### Logic cells by family

Bar = 50 um.
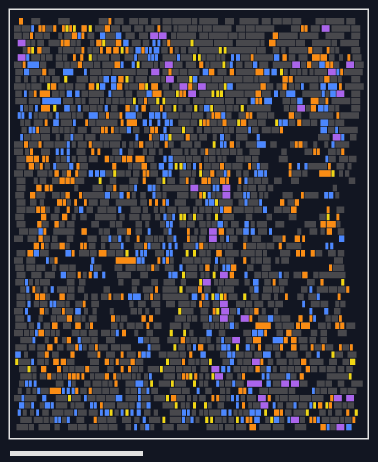
### Clock network drawn from the DEF

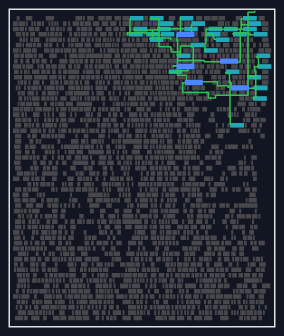
### The metal 3 layer

Cells faint in the background.
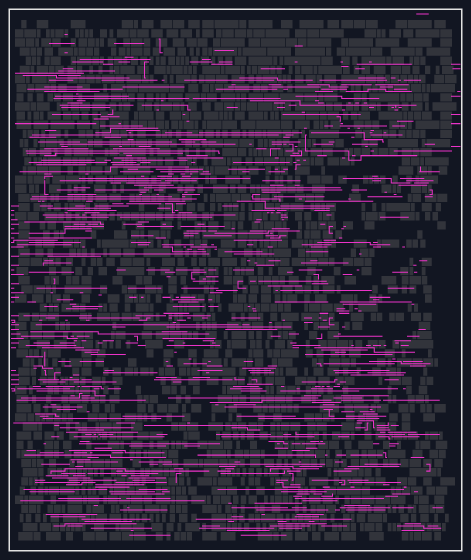
==> src/rtl/y_calculator.sv <==
// y_calculator: CORDIC Y-update stage, y_out <= y +/- x_shift in binary32, one-cycle latency
module y_calculator (
   input  logic        clock,
   input  logic        reset,
   input  logic [31:0] y,
   input  logic [31:0] angle,
   input  logic [31:0] x_shift,
   output logic [31:0] y_out
);
   logic        w_sa, w_sb, w_s1, w_s2, w_nan_a, w_nan_b, w_inf_a, w_inf_b, w_swap, w_eff_sub, w_up;
   logic [7:0]  w_ea, w_eb, w_e1, w_e2, w_d;
   logic [22:0] w_fa, w_fb, w_f1, w_f2;
   logic [23:0] w_sig1, w_sig2;
   logic [26:0] w_al, w_norm;
   logic [53:0] w_full;
   logic [27:0] w_sum, w_sh;
   logic [4:0]  w_lz;
   logic [24:0] w_rnd;
   logic [9:0]  w_e;
   logic [31:0] w_res;
   logic [31:0] r_y;

   // unpack, align, add, normalise and round; specials override the arithmetic result
   always_comb begin
      w_sa    = y[31];
      w_sb    = x_shift[31] ^ angle[31];
      w_ea    = y[30:23];
      w_eb    = x_shift[30:23];
      w_nan_a = (&w_ea) && (|y[22:0]);
      w_nan_b = (&w_eb) && (|x_shift[22:0]);
      w_inf_a = (&w_ea) && !(|y[22:0]);
      w_inf_b = (&w_eb) && !(|x_shift[22:0]);
      w_fa    = (w_ea == 8'd0) ? 23'd0 : y[22:0];
      w_fb    = (w_eb == 8'd0) ? 23'd0 : x_shift[22:0];
      w_swap  = {w_eb, w_fb} > {w_ea, w_fa};
      w_s1    = w_swap ? w_sb : w_sa;
      w_e1    = w_swap ? w_eb : w_ea;
      w_f1    = w_swap ? w_fb : w_fa;
      w_s2    = w_swap ? w_sa : w_sb;
      w_e2    = w_swap ? w_ea : w_eb;
      w_f2    = w_swap ? w_fa : w_fb;
      w_sig1  = {|w_e1, w_f1};
      w_sig2  = {|w_e2, w_f2};
      w_d     = w_e1 - w_e2;
      w_full  = {w_sig2, 3'b000, 27'd0} >> w_d;
      w_al    = (w_d >= 8'd27) ? {26'd0, |w_sig2} : {w_full[53:28], w_full[27] | (|w_full[26:0])};
      w_eff_sub = w_s1 ^ w_s2;
      w_sum   = w_eff_sub ? {1'b0, w_sig1, 3'b000} - {1'b0, w_al} : {1'b0, w_sig1, 3'b000} + {1'b0, w_al};
      w_lz    = 5'd28;
      for (int i = 0; i < 28; i++)
         if (w_sum[i]) w_lz = 5'(27 - i);
      w_sh    = w_sum << w_lz;
      w_norm  = {w_sh[27:2], w_sh[1] | w_sh[0]};
      w_up    = w_norm[2] && (w_norm[1] || w_norm[0] || w_norm[3]);
      w_rnd   = {1'b0, w_norm[26:3]} + {24'd0, w_up};
      w_e     = {2'b00, w_e1} + 10'd1 - {5'd0, w_lz} + {9'd0, w_rnd[24]};
      w_res   = (w_nan_a || w_nan_b) ? 32'h7FC00000 :
                (w_inf_a && w_inf_b && (w_sa != w_sb)) ? 32'h7FC00000 :
                w_inf_a ? {w_sa, 8'hFF, 23'd0} :
                w_inf_b ? {w_sb, 8'hFF, 23'd0} :
                (w_sum == 28'd0) ? {w_s1 && !w_eff_sub, 31'd0} :
                (w_e[9] || w_e == 10'd0) ? 32'h00000000 :
                (w_e >= 10'd255) ? {w_s1, 8'hFF, 23'd0} :
                {w_s1, w_e[7:0], w_rnd[22:0]};
   end

   // output register; reset wins over the data update
   always_ff @(posedge clock) begin
      if (reset) r_y <= 32'h00000000;
      else       r_y <= w_res;
   end

   assign y_out = r_y;
endmodule

==> config.mk <==
export PLATFORM = sky130hd
export DESIGN_NAME = y_calculator
export DESIGN_NICKNAME = d
export VERILOG_FILES = /design/src/rtl/y_calculator.sv
export SDC_FILE = /design/constraint.sdc
export NUM_CORES = 1
export LEC_CHECK = 0
export CAP_MARGIN = 30
export CORE_ASPECT_RATIO = 1.2
export CORE_UTILIZATION = 65
export CTS_CLUSTER_SIZE = 8
export DETAILED_ROUTE_END_ITERATION = 10
export PLACE_DENSITY = 0.95
export SYNTH_ARGS = -nofsm -noshare
export SYNTH_HDL_FRONTEND = slang
export SYNTH_SLANG_ARGS = --single-unit
==> constraint.sdc <==
create_clock -name clock -period 47.7 [get_ports clock]
set_clock_uncertainty 0.05 [all_clocks]
set_input_delay 7.155 -clock clock [delete_from_list [all_inputs] [get_ports clock]]
set_output_delay 7.155 -clock clock [all_outputs]
set_load 0.03 [all_outputs]
==> changes_impl.md <==
## Implementation

* Clock sink count at 32
* Chip area line of the yosys report at 13,630 um^2
* Tool warning count at 84
* Final HPWL DP at 41,740 um
* Hold path startpoint: reset
* Status: finished clean
* Total routing resource utilization after global routing at 51.10%
* Combinational gate area at 11,960 um^2
* First-pass GRT wire length at 87,540 um
* Remaining antenna violation count at 0
* Cell type contributing the most total cell area after synthesis: sky130_fd_sc_hd__ha_1
* Post-synth mux share at 9.154%
* Routed wl met3 at 6496 um
* Post-Synth Adder-Cell Area at 9.346%
* Non-clock inverter total of the final layout at 101
* Clock tree buffer depth at 2
* CTS-repair resized insts at 0
* Max-cap viol count at 0
* PortBufs at 98
* Crit share post-route at 54.81%
* Power share of the sequential group at 5.9%
* Switching power as a share of total power at 60.93%
* Area share of xor/xnor cells in the synthesized design at 2.690%
* Final worst-path setup slack at 21,560 ps
* Post-Route WL at 55,340 um
* H-tree depth at 2
* Non-filler cells in the finished layout at 2,271
* Leakage dissipation at 5.969 nW
* Instance count after placement with tap cells included at 2,258
* Required time at the worst-slack endpoint at 47,780 ps
* Net Sw Power at 396.9 uW
* Cells in synth_stat.txt at 2,014
* Number of enable-type register cells in the synthesized netlist at 0
* Antenna Cells at 1
* Number of buffers inserted during clock tree synthesis at 5
* Top Layout Cells: sky130_fd_sc_hd__nand2_1 (198), sky130_fd_sc_hd__nor2_1 (187), sky130_fd_sc_hd__a21oi_1 (159)
* Peak supply drop at 0.05228 mV
* Power in sequential cells at 38.2 uW
* Design internal power at 254.4 uW
* Main synth FF type: sky130_fd_sc_hd__dfxtp_1
* Max reg flops at 32
* Number of rows in the core area at 57
About 'Logic cells by family':
Purple is xor and xnor cells, cells 41, most used xnor2_1. Yellow is inv cells, cells 101, most used inv_1. Blue is nand cells, cells 327, most used nand2_1, where spread over the die. Orange is nor cells, cells 352, most used nor2_1, where spread over the die.

About 'Clock network drawn from the DEF':
Blue is clock-net drivers, count 5. Cyan is flip-flops, count 32. Green is clock wires, length 493 um.
There are 6 routed clock nets.

About 'The metal 3 layer':
The wires run mostly horizontal. The layer carries 6,500 um of wire.

## path summary, 6_finish.rpt
| check | slack, ps | cells after the start | end |
|---|---|---|---|
| min | 7460 | 2 | y_out[29]$_SDFF_PP0_ |
| max | 21560 | 68 | y_out[0]$_SDFF_PP0_ |
## routing by layer
layer / GRT usage (%) / vias to the layer above
met2: 82.52 / 1328
met5: 0 / -
met1: 56.28 / 7838
met4: 40.40 / 0
li1: - / 7623
met3: 14.05 / 397
## critical path: cells and delay by family
kind,cells,cell delay (ps)
AOI/OAI and AO/OA,22,5830
adders and majority gates,7,1930
buffers and inverters,7,1980
muxes,3,1120
and+or+nand+nor,29,8110
## kinds of logic (layout without fill, tap and decap cells)
group,after synthesis,count (layout)
AND-OR/OR-AND,698,698
AND/OR/NAND/NOR,793,793
XOR/XNOR,41,41
other,0,1
adder cells (fa/ha/maj),100,100
multiplexers,113,113
buffers and inverters,237,228
flip-flops,32,32
## Yosys cell counts, types with 27 or more instances
library cell,count
sky130_fd_sc_hd__nand2_1,198
sky130_fd_sc_hd__nor2_1,188
sky130_fd_sc_hd__a21oi_1,159
sky130_fd_sc_hd__o21ai_0,104
sky130_fd_sc_hd__ha_1,97
sky130_fd_sc_hd__inv_1,96
sky130_fd_sc_hd__clkbuf_1,86
sky130_fd_sc_hd__mux2i_1,83
sky130_fd_sc_hd__nor3_1,78
sky130_fd_sc_hd__a211oi_1,56
sky130_fd_sc_hd__nand3_1,53
sky130_fd_sc_hd__and2_1,41
sky130_fd_sc_hd__a21o_1,39
sky130_fd_sc_hd__nand4_1,39
sky130_fd_sc_hd__o211ai_1,37
sky130_fd_sc_hd__nor4_1,35
sky130_fd_sc_hd__xnor2_1,33
sky130_fd_sc_hd__dfxtp_1,32
sky130_fd_sc_hd__nor2b_1,27
Power is estimated from default activity; no workload was simulated.
